==> config.mk <==
export PLATFORM = sky130hd
export DESIGN_NAME = expand_mpc_challenge_multi
export DESIGN_NICKNAME = d
export VERILOG_FILES = /design/src/rtl/expand_mpc_challenge_multi.sv
export SDC_FILE = /design/constraint.sdc
export NUM_CORES = 2
export LEC_CHECK = 0
export CORE_MARGIN = 3
export CORE_UTILIZATION = 52
export CTS_CLUSTER_DIAMETER = 120
export CTS_CLUSTER_SIZE = 10
export DETAILED_ROUTE_END_ITERATION = 7
export PLACE_DENSITY = 0.68
export SYNTH_ARGS = -nofsm -noshare
export SYNTH_HDL_FRONTEND = slang
export SYNTH_SLANG_ARGS = --single-unit
==> constraint.sdc <==
create_clock -name i_clk -period 15.4 [get_ports i_clk]
set_input_delay 2.31 -clock i_clk [delete_from_list [all_inputs] [get_ports i_clk]]
set_output_delay 2.31 -clock i_clk [all_outputs]
set_load 0.005 [all_outputs]
==> images/clock_nets.png <==
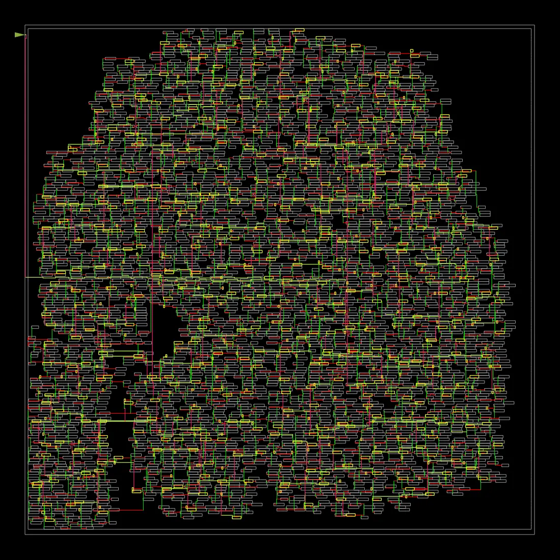
Setup Skew: 0.0603 ns
clk sink count: 3731
number of buffers added by the clock tree synthesis step: 416
CLK BUF: 725

==> images/m2.png <==
Drawn at 1 px/um.
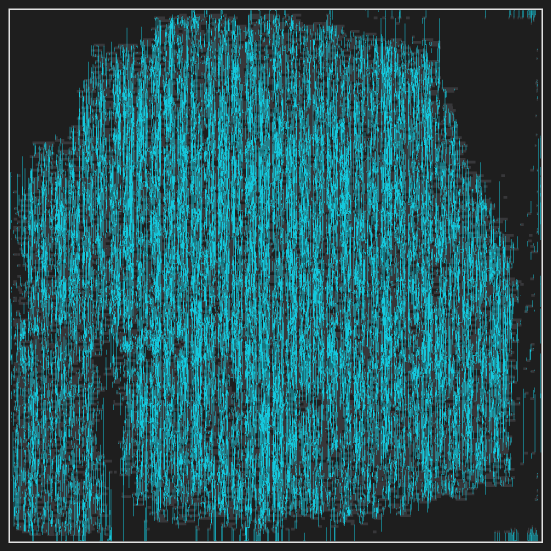
main direction: vertical
wire length on this layer: 190 mm
overall via count from detail_route: 74300
Final Routed Wirelength: 387 mm
global routing met2 resource utilization: 44.5%

==> images/class_map.png <==
Drawn at 1 px/um. Fill, decap, tap and diode cells in grey.
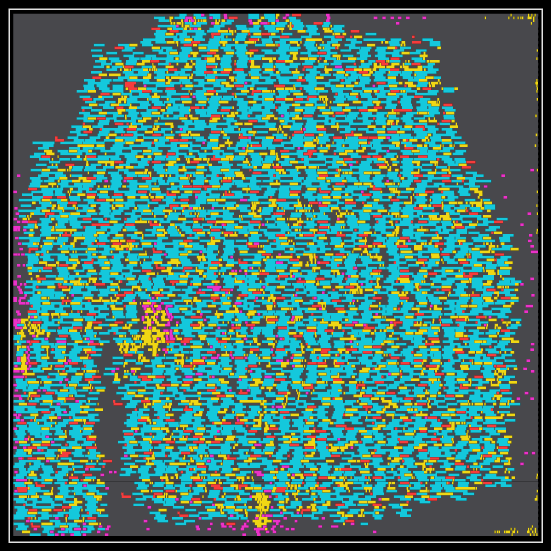
legend:
  clock drivers and dummy loads:
    colour: red
    cells: 744
  sequential cells:
    colour: cyan
    cells: 3731
  remaining logic cells:
    colour: yellow
    cells: 2929
  remaining buffers and delay cells:
    colour: magenta
    cells: 417
final core utilization: 59.1%
Final Instance Area: 162000 um2
floorplan row count: 192
core region area: 274000 um2

==> images/port_trees.png <==
Drawn at 1 px/um.
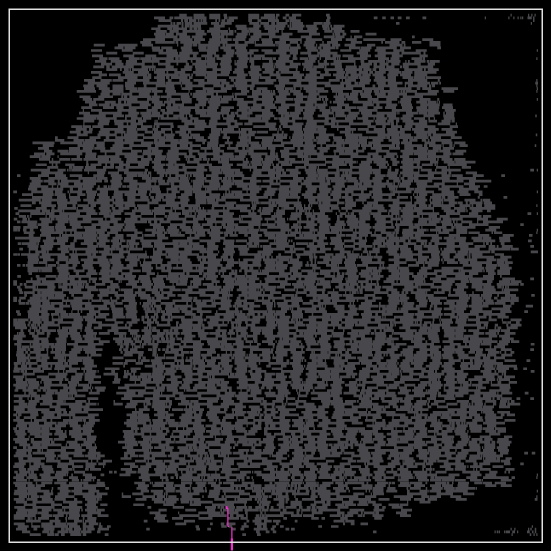
legend:
  o_busy:
    colour: magenta
    bits: 1
    direction: output
    edge: bottom
    end_cells: 1
    buffers: 1
    wire: 34.1 um
port buffer count: 216
I/O Pins: 281

==> impl_table.tex <==
% Table of physical implementation metrics
\begin{tabular}{lr}
\hline
Metric & Value \\
\hline
\multicolumn{2}{l}{\textbf{Synthesis}} \\
Mux cell area share after synthesis & 15.2\% \\
Gate Count Post-Synth & 7092 \\
Number of cell instances after yosys synthesis & 7092 \\
EDFF count, synth & 3520 \\
Dominant register cell & sky130\_fd\_sc\_hd\_\_edfxtp\_1 \\
Prevailing logic family in the synthesized netlist & multiplexers \\
Basic-gate share of the synthesized area counting and, or, nand and nor cells & 2.56\% \\
Area share of xor/xnor cells in the synthesized design & 0.0619\% \\
Top cell area share & 73.6\% \\
Part of the Yosys area used for sequential elements & 76.6\% \\
Largest cells by area after synthesis & sky130\_fd\_sc\_hd\_\_edfxtp\_1 (74\%), sky130\_fd\_sc\_hd\_\_mux4\_2 (13\%), sky130\_fd\_sc\_hd\_\_dfxtp\_1 (2.9\%) \\
\multicolumn{2}{l}{\textbf{Clocking}} \\
Root buf cell & sky130\_fd\_sc\_hd\_\_clkbuf\_16 \\
Total number of H-tree levels & 5 \\
Clock Tree Buf Depth & 4 \\
Late-Pin Clk Latency & 0.91 ns \\
Post-CTS setup buffers & 0 \\
Number of hold-repair buffers added at the cts stage & 0 \\
Clock-pin slew on the worst setup and hold paths & 0.06 ns \\
Post-cts gate resize count & 0 \\
\multicolumn{2}{l}{\textbf{Layout}} \\
Count of multi-input gates & 2923 \\
Number of flip-flops in the largest register & 3264 \\
Fin nets & 7585 \\
ANT cells & 8 \\
Fraction of final layout cells with drive strength greater than 1 & 20.8\% \\
Logic gate fraction of the total cell area & 19.4\% \\
Most common cell after layout, fill and taps aside & sky130\_fd\_sc\_hd\_\_edfxtp\_1 \\
Total number of sequential cells & 3731 \\
Fraction of cell area in non-clock buffers & 2.43\% \\
Clock-cell share of area & 7.43\% \\
Biggest area consumer among cell classes & registers \\
\multicolumn{2}{l}{\textbf{Power and ir drop}} \\
Worst voltage drop across the vdd grid & 148 uV \\
Power in sequential cells & 11.1 mW \\
Cell leakage power & 51.0 nW \\
Switching power share of the total & 21.9\% \\
Combinational power share & 6.2\% \\
Combinational-cell power consumption & 1.32 mW \\
Net switching power of the design & 4.69 mW \\
Total power per unit cell area & 132 nW/um2 \\
\multicolumn{2}{l}{\textbf{Min path}} \\
Cell depth of the worst min-delay path & 2 \\
Worst hold-check path type & reg -> reg \\
\multicolumn{2}{l}{\textbf{Critical path}} \\
Total number of cells along the worst setup path & 8 \\
Worst endpoint required time & 15.88 ns \\
Longest individual stage delay on the worst path & 0.98 ns \\
Setup slack of the worst register-to-register path & 10.13 ns \\
WP buf/inv & 3 \\
Setup crit end kind & flip-flop \\
\multicolumn{2}{l}{\textbf{Floorplan}} \\
Die Height & 531 um \\
Number of well taps & 3686 \\
Fraction of the core area occupied by cells at floorplan & 52.4\% \\
\multicolumn{2}{l}{\textbf{STA}} \\
Setup-failing EPs final & 0 \\
Final TNS setup & 0 ns \\
Final tally of max-slew violations & 0 \\
\multicolumn{2}{l}{\textbf{Place}} \\
Detail Placement HPWL & 186 mm \\
Placed cell count & 10800 \\
\multicolumn{2}{l}{\textbf{Global route}} \\
Overall overflow remaining after global route & 0 \\
Number of antenna violations at the first check in global routing & 14 \\
\multicolumn{2}{l}{\textbf{Job}} \\
Warning total across the stage logs & 46 \\
\multicolumn{2}{l}{\textbf{Status}} \\
Run status & finished, final reports clean \\
\hline
\end{tabular}
[stage by stage]
step	hold WS, ns	setup WS [ns]
2_1_floorplan	0.477	7.85
3_3_place_gp	0.446	8.17
3_5_place_dp	0.449	8.09
4_1_cts	0.456	9.01
5_1_grt	0.479	8.73
6_report	0.458	8.97
[logic make-up (layout without fill, tap and decap cells)]
logic type | count (synthesis) | count (layout)
xor+xnor | 8 | 8
flops | 3731 | 3731
other cells | 2 | 72
mux | 1141 | 1141
compound gates | 801 | 801
simple gates | 899 | 899
fa+ha+maj | 10 | 10
buf+inv | 500 | 1167
[per-layer routing]
metal	part of all wire [%]	routed length (um)	vias up	track usage, %
met4	3.3	12600	4	8.24
met5	0.0070	27	-	0
met2	49	190000	4293	44.5
li1	-	-	29700	-
met1	37	145000	39600	37.5
met3	10	39400	730	5.16
No activity file was given, so power comes from the tool's default toggle rates.
